<file path="src/rtl/sdr_16_sched_if.sv">
// Handshake bundle between the SDRAM command scheduler and its environment:
// port requests and controller status in, grant/refresh control out.
interface sdr_16_sched_if;
   logic [3:0] req;
   logic       done;
   logic       state_idle;
   logic       cmd_aref;
   logic [3:0] gnt;
   logic       refresh_req;
   logic [3:0] rfr_pending;
   logic       rfr_overflow;

   // Requester/controller side: drives requests and controller status.
   modport master (
      output req, done, state_idle, cmd_aref,
      input  gnt, refresh_req, rfr_pending, rfr_overflow
   );

   // Scheduler side.
   modport slave (
      input  req, done, state_idle, cmd_aref,
      output gnt, refresh_req, rfr_pending, rfr_overflow
   );
endinterface

</file>
<file path="src/rtl/sdr_16_sched.sv">
// SDRAM access scheduler: round-robin grant among four ports, with refresh
// ticks postponed while ports are busy, up to rfr_max outstanding.
//
// state | meaning
// INIT  | waiting for the controller to report idle; no grant, no refresh
// ARB   | one-cycle decision point between grants / refreshes
// BUSY  | one port granted, waiting for done
// RFR   | refresh requested, waiting for cmd_aref
module sdr_16_sched #(
   parameter int          nr_of_ports  = 4,
   parameter logic [15:0] rfr_interval = 16'd780,
   parameter logic [3:0]  rfr_max      = 4'd8
) (
   input logic          sdram_clk,
   input logic          sdram_rst,
   sdr_16_sched_if.slave bus
);

   localparam int last_w = $clog2(nr_of_ports);

   typedef enum logic [1:0] {
      INIT = 2'd0,
      ARB  = 2'd1,
      BUSY = 2'd2,
      RFR  = 2'd3
   } state_t;

   state_t              state_q, state_d;
   logic [3:0]          gnt_q, gnt_d;
   logic [last_w-1:0]   gidx_q, gidx_d;
   logic [last_w-1:0]   last_q, last_d;
   logic                refresh_req_q, refresh_req_d;
   logic [3:0]          pend_q, pend_d;
   logic                ovf_q, ovf_d;
   logic [15:0]         timer_q, timer_d;

   logic                tick;
   logic                ack;
   logic                pick_vld;
   logic [last_w-1:0]   pick_idx;

   assign tick = (timer_q == 16'd0);
   // An ack only counts once the controller has left its init phase.
   assign ack  = bus.cmd_aref && (state_q != INIT);

   // Refresh interval timer: free-running down counter, reload on terminal count.
   always_comb begin
      timer_d = tick ? (rfr_interval - 16'd1) : (timer_q - 16'd1);
   end

   // Postponed-refresh bookkeeping; a tick and an ack together cancel out.
   always_comb begin
      pend_d = pend_q;
      ovf_d  = ovf_q;
      if (tick && !ack) begin
         if (pend_q == rfr_max) begin
            ovf_d = 1'b1;
         end else begin
            pend_d = pend_q + 4'd1;
         end
      end else if (ack && !tick) begin
         if (pend_q != 4'd0) begin
            pend_d = pend_q - 4'd1;
         end
      end
   end

   // Round-robin search starting one past the last served port; the
   // descending loop lets the smallest offset win.
   always_comb begin
      logic [last_w-1:0] cand;
      cand     = '0;
      pick_vld = 1'b0;
      pick_idx = '0;
      for (int i = nr_of_ports; i >= 1; i--) begin
         cand = last_q + last_w'(i);
         if (bus.req[cand]) begin
            pick_vld = 1'b1;
            pick_idx = cand;
         end
      end
   end

   // Scheduler FSM next-state and registered output values.
   always_comb begin
      state_d       = state_q;
      gnt_d         = gnt_q;
      gidx_d        = gidx_q;
      last_d        = last_q;
      refresh_req_d = refresh_req_q;
      case (state_q)
         INIT: begin
            gnt_d         = 4'b0000;
            refresh_req_d = 1'b0;
            if (bus.state_idle) begin
               state_d = ARB;
            end
         end
         ARB: begin
            if (pend_q == rfr_max) begin
               state_d       = RFR;
               refresh_req_d = 1'b1;
            end else if (pick_vld) begin
               state_d = BUSY;
               gnt_d   = 4'b0001 << pick_idx;
               gidx_d  = pick_idx;
            end else if (pend_q != 4'd0) begin
               state_d       = RFR;
               refresh_req_d = 1'b1;
            end
         end
         BUSY: begin
            if (bus.done) begin
               gnt_d   = 4'b0000;
               last_d  = gidx_q;
               state_d = ARB;
            end
         end
         RFR: begin
            if (bus.cmd_aref) begin
               refresh_req_d = 1'b0;
               state_d       = ARB;
            end
         end
         default: begin
            state_d       = INIT;
            gnt_d         = 4'b0000;
            refresh_req_d = 1'b0;
         end
      endcase
   end

   // All state registers; reset overrides everything, including mid-transaction.
   always_ff @(posedge sdram_clk) begin
      if (sdram_rst) begin
         state_q       <= INIT;
         gnt_q         <= 4'b0000;
         gidx_q        <= '0;
         last_q        <= '1;
         refresh_req_q <= 1'b0;
         pend_q        <= 4'd0;
         ovf_q         <= 1'b0;
         timer_q       <= rfr_interval - 16'd1;
      end else begin
         state_q       <= state_d;
         gnt_q         <= gnt_d;
         gidx_q        <= gidx_d;
         last_q        <= last_d;
         refresh_req_q <= refresh_req_d;
         pend_q        <= pend_d;
         ovf_q         <= ovf_d;
         timer_q       <= timer_d;
      end
   end

   assign bus.gnt          = gnt_q;
   assign bus.refresh_req  = refresh_req_q;
   assign bus.rfr_pending  = pend_q;
   assign bus.rfr_overflow = ovf_q;

endmodule
</file>
<file path="src/flat_wrapper.sv">
// flat-port wrapper written by rule: the top's interface ports become plain ports
module sdr_16_sched_flat 
#(
   parameter int          nr_of_ports  = 4,
   parameter logic [15:0] rfr_interval = 16'd780,
   parameter logic [3:0]  rfr_max      = 4'd8
)
  (sdram_clk, sdram_rst, bus_req, bus_done, bus_state_idle, bus_cmd_aref, bus_gnt, bus_refresh_req, bus_rfr_pending, bus_rfr_overflow);
  sdr_16_sched_if bus_i ();
  input logic sdram_clk;
  input logic sdram_rst;
  input wire logic [$bits(bus_i.req)-1:0] bus_req;
  input wire logic [$bits(bus_i.done)-1:0] bus_done;
  input wire logic [$bits(bus_i.state_idle)-1:0] bus_state_idle;
  input wire logic [$bits(bus_i.cmd_aref)-1:0] bus_cmd_aref;
  output wire logic [$bits(bus_i.gnt)-1:0] bus_gnt;
  output wire logic [$bits(bus_i.refresh_req)-1:0] bus_refresh_req;
  output wire logic [$bits(bus_i.rfr_pending)-1:0] bus_rfr_pending;
  output wire logic [$bits(bus_i.rfr_overflow)-1:0] bus_rfr_overflow;
  assign bus_i.req = bus_req;
  assign bus_i.done = bus_done;
  assign bus_i.state_idle = bus_state_idle;
  assign bus_i.cmd_aref = bus_cmd_aref;
  assign bus_gnt = bus_i.gnt;
  assign bus_refresh_req = bus_i.refresh_req;
  assign bus_rfr_pending = bus_i.rfr_pending;
  assign bus_rfr_overflow = bus_i.rfr_overflow;
  sdr_16_sched #(.nr_of_ports(nr_of_ports), .rfr_interval(rfr_interval), .rfr_max(rfr_max)) u_core (.sdram_clk(sdram_clk), .sdram_rst(sdram_rst), .bus(bus_i));
endmodule
</file>
<file path="config.mk">
export PLATFORM = sky130hd
export DESIGN_NAME = sdr_16_sched_flat
export DESIGN_NICKNAME = d
export VERILOG_FILES = /design/src/rtl/sdr_16_sched_if.sv /design/src/rtl/sdr_16_sched.sv /design/src/flat_wrapper.sv
export SDC_FILE = /design/constraint.sdc
export NUM_CORES = 1
export LEC_CHECK = 0
export ABC_AREA = 1
export CAP_MARGIN = 40
export CORE_MARGIN = 5
export CORE_UTILIZATION = 45
export DETAILED_ROUTE_END_ITERATION = 8
export DONT_BUFFER_PORTS = 1
export PLACE_DENSITY = 0.65
export SYNTH_ARGS = -nofsm -noshare
export SYNTH_HDL_FRONTEND = slang
export SYNTH_SLANG_ARGS = --single-unit
</file>
<file path="constraint.sdc">
create_clock -name sdram_clk -period 2 [get_ports sdram_clk]
set_clock_uncertainty 0.05 [all_clocks]
set_input_delay 0.3 -clock sdram_clk [delete_from_list [all_inputs] [get_ports sdram_clk]]
set_output_delay 0.3 -clock sdram_clk [all_outputs]
set_load 0.005 [all_outputs]
</file>
m2.png
Cells faint in the background.
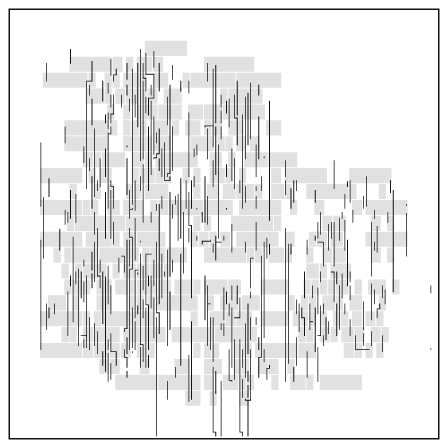
The longest straight run is 26.2 µm. The layer holds 46% of the routed length. The layer carries 1,730 µm of wire. The wires run mostly vertical. 233 nets have wire on it.
vias: 1,613
final wirelength: 3.77 mm

ff_map.png
Other sequential cells in the stronger gray, the rest of the logic in the fainter gray.
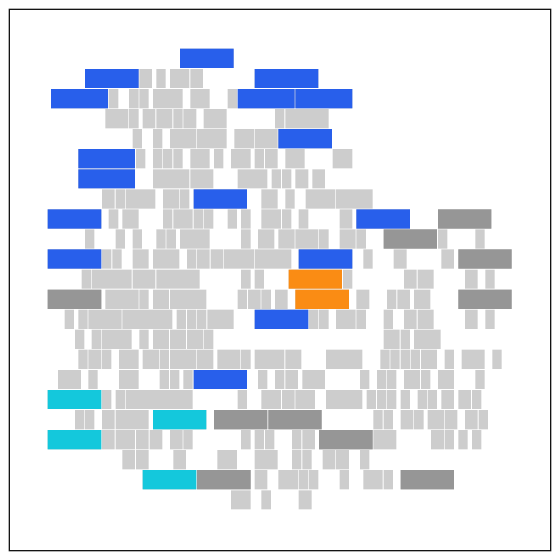
Key: u_core.timer_q = blue [flops 16]; u_core.gidx_q = orange [flops 2]; u_core.bus.rfr_pending = cyan [flops 4, where south-west]
Another 10 sequential cells are not colored.
Seq power: 0.698 mW
sequential cell area: 651 µm²
fin util: 54.1%
Seq/total area: 30.5%

gates.png
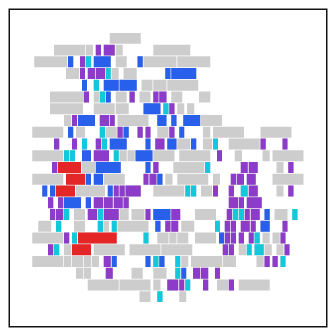
Key: nor cells = blue [cells 42]; inv cells = cyan [cells 37]; nand cells = purple [cells 89]; fa/ha/maj cells = red [cells 5, where west]
logic share of the area: 51.8%
Commonest Layout Cell: nand2_1
Non-Filler Instances: 327

==> results.sh <==
# source this file to load flow results
export IMPL_status="finished, final reports clean"
export IMPL_intPower_mw=1.04
export IMPL_fmax_mhz=525
export IMPL_antenna_found_initial=0
export IMPL_ir_worst_vdd_uv=385
export IMPL_synth_nets=274
export IMPL_p_seq_share_pct=47.9
export IMPL_grt_ovfl_total=0
export IMPL_htree_levels=2
export IMPL_tool_warnings=28
export IMPL_nets=290
export IMPL_power_density_nw_per_um2=683
export IMPL_crit_fanout=4
export IMPL_clkTransAtPathRegs_ns=0.07
export IMPL_ys_seq_share_pct=35.6
export IMPL_worst_slew_pin_slew_ns=0.446
export IMPL_rsz0062_at_grt="true"
export IMPL_hold_violations=0
export IMPL_yosysCellCount=260
export IMPL_dpl_hpwl_mm=2.73
export IMPL_die_x_um=73.2
export IMPL_setup_viol=0
export IMPL_dieArea_um2=5360
export IMPL_drive_gt1_share_pct=23.8
export IMPL_p_comb_share_pct=17.0
export IMPL_clockBufferDepth=2
export IMPL_holdPathStages=1
export IMPL_top_area_share_pct=35.6
export IMPL_worstRegToRegCells=10
export IMPL_grt_max_degree=11
export IMPL_wl_per_cell_um=11.5
export IMPL_fp_util_pct=45.6
export IMPL_p_total_mw=1.46
export IMPL_max_slew_margin_rel_pct=69.9
export IMPL_synth_warnings=0
export IMPL_cts_hold_buf=0
export IMPL_io_pins=19
export IMPL_grt_use_total_pct=15.0
export IMPL_core_area_um2=3940
export IMPL_switching_share_pct=28.6
export IMPL_endpoint_kind="flop"
export IMPL_via_per_inst=4.93
export IMPL_drtPass1Iterations=5
export IMPL_grt_pass1_vias=1423
export IMPL_drc_errors=0
export IMPL_dr_first_iter_drc_count=48
export IMPL_grt_first_pass_wirelength_mm=6.21
export IMPL_fp_row_count=23
export IMPL_critPathLaunch="u_core.timer_q[6]"
export IMPL_cts_buffers=5
export IMPL_async_flop_share_pct=0
export IMPL_top_cell="nand2_1"
power by group through the flow:
stage          registers [mW]  clock network [mW]  logic (mW)
2_1_floorplan           0.702                   0       0.207
3_3_place_gp            0.711                   0       0.240
3_5_place_dp            0.711                   0       0.242
4_1_cts                 0.696               0.527       0.243
5_1_grt                 0.701               0.556       0.291
6_report                0.698               0.513       0.247
per-stage QoR:
| stage | setup TNS [ns] | hold WS [ns] | utilization, % | area (µm²) |
|---|---|---|---|---|
| 6_report | 0 | 0.0209 | 54.1 | 2130 |
| 3_3_place_gp | 0 | 0.321 | 47.8 | 1880 |
| 3_5_place_dp | 0 | 0.323 | 47.8 | 1880 |
| 2_1_floorplan | 0 | 0.316 | - | 1800 |
| 5_1_grt | -0.144 | 0.00718 | 54.1 | 2130 |
| 4_1_cts | 0 | 0.0213 | 50.0 | 1970 |
metal layers:
metal / vias to the layer above / global-route usage (%) / routed length (µm)
li1: 867 / - / -
met1: 716 / 18.6 / 1780
met2: 23 / 23.7 / 1730
met3: 7 / 5.23 / 197
met4: 0 / 5.53 / 55
met5: - / 0 / 0
kinds of logic (layout without fill, tap and decap cells):
logic type	count (synthesis)	count (layout)	share of synthesized area (%)
and+or+nand+nor	135	135	35.4
AOI/OAI and AO/OA	42	42	13.3
buffers and inverters	39	56	8.77
DFF	32	32	35.6
xor gates and xnor gates	7	7	3.41
adders and majority gates	5	5	3.48
sequential cells by signal, summed over array words and instances, names as in the netlist:
name,count
u_core.bus.gnt,4
u_core.state_q,2
u_core.bus.rfr_overflow,1
u_core.timer_q,16
u_core.bus.rfr_pending,4
u_core.bus.refresh_req,1
u_core.gidx_q,2
u_core.last_q,2
layout make-up:
| class | instances | area, µm² | area share (%) |
|---|---|---|---|
| Multi-Input combinational cell | 189 | 1100 | 51.8 |
| Clock buffer | 8 | 90.1 | 4.22 |
| Sequential cell | 32 | 651 | 30.5 |
| Inverter | 37 | 143 | 6.69 |
| Timing Repair Buffer | 11 | 82.6 | 3.87 |
| Tap cell | 50 | 62.6 | 2.93 |
path summary, 6_finish.rpt:
check,slack (ns),end
setup / recovery,0.1,u_core.bus.rfr_pending[2]
hold / removal,0.02,u_core.bus.rfr_pending[3]
setup reg to reg,0.1,u_core.bus.rfr_pending[2]
hold reg to reg,0.35,u_core.timer_q[0]
worst max-delay path: stages, from the launching register on:
cell     delay (ns)
dfxtp_1        0.36
nor2_4         0.12
buf_4          0.11
nand2_1        0.09
nor2_4         0.15
nand4_1        0.13
and2_1         0.19
ha_1           0.20
nor2_2         0.12
xor2_1         0.19
a21oi_1        0.09
layout by cell type, fill, tap and decap left out, types with 5 or more instances in the layout:
cell type and instances:
a21oi_1 16, buf_4 11, clkbuf_8 6, dfxtp_1 26, dfxtp_2 5, inv_1 30
nand2_1 58, nand2_2 8, nand3_1 11, nand4_1 6, nor2_1 25, nor2_2 5
nor2_4 9, o21ai_0 7, o21ai_1 8
what timing repair did:
action	in CTS	in global routing
resized	0	31
endpoints found under the setup margin	0	5
buffers inserted	0	6
Power and IR drop assume default switching activity.
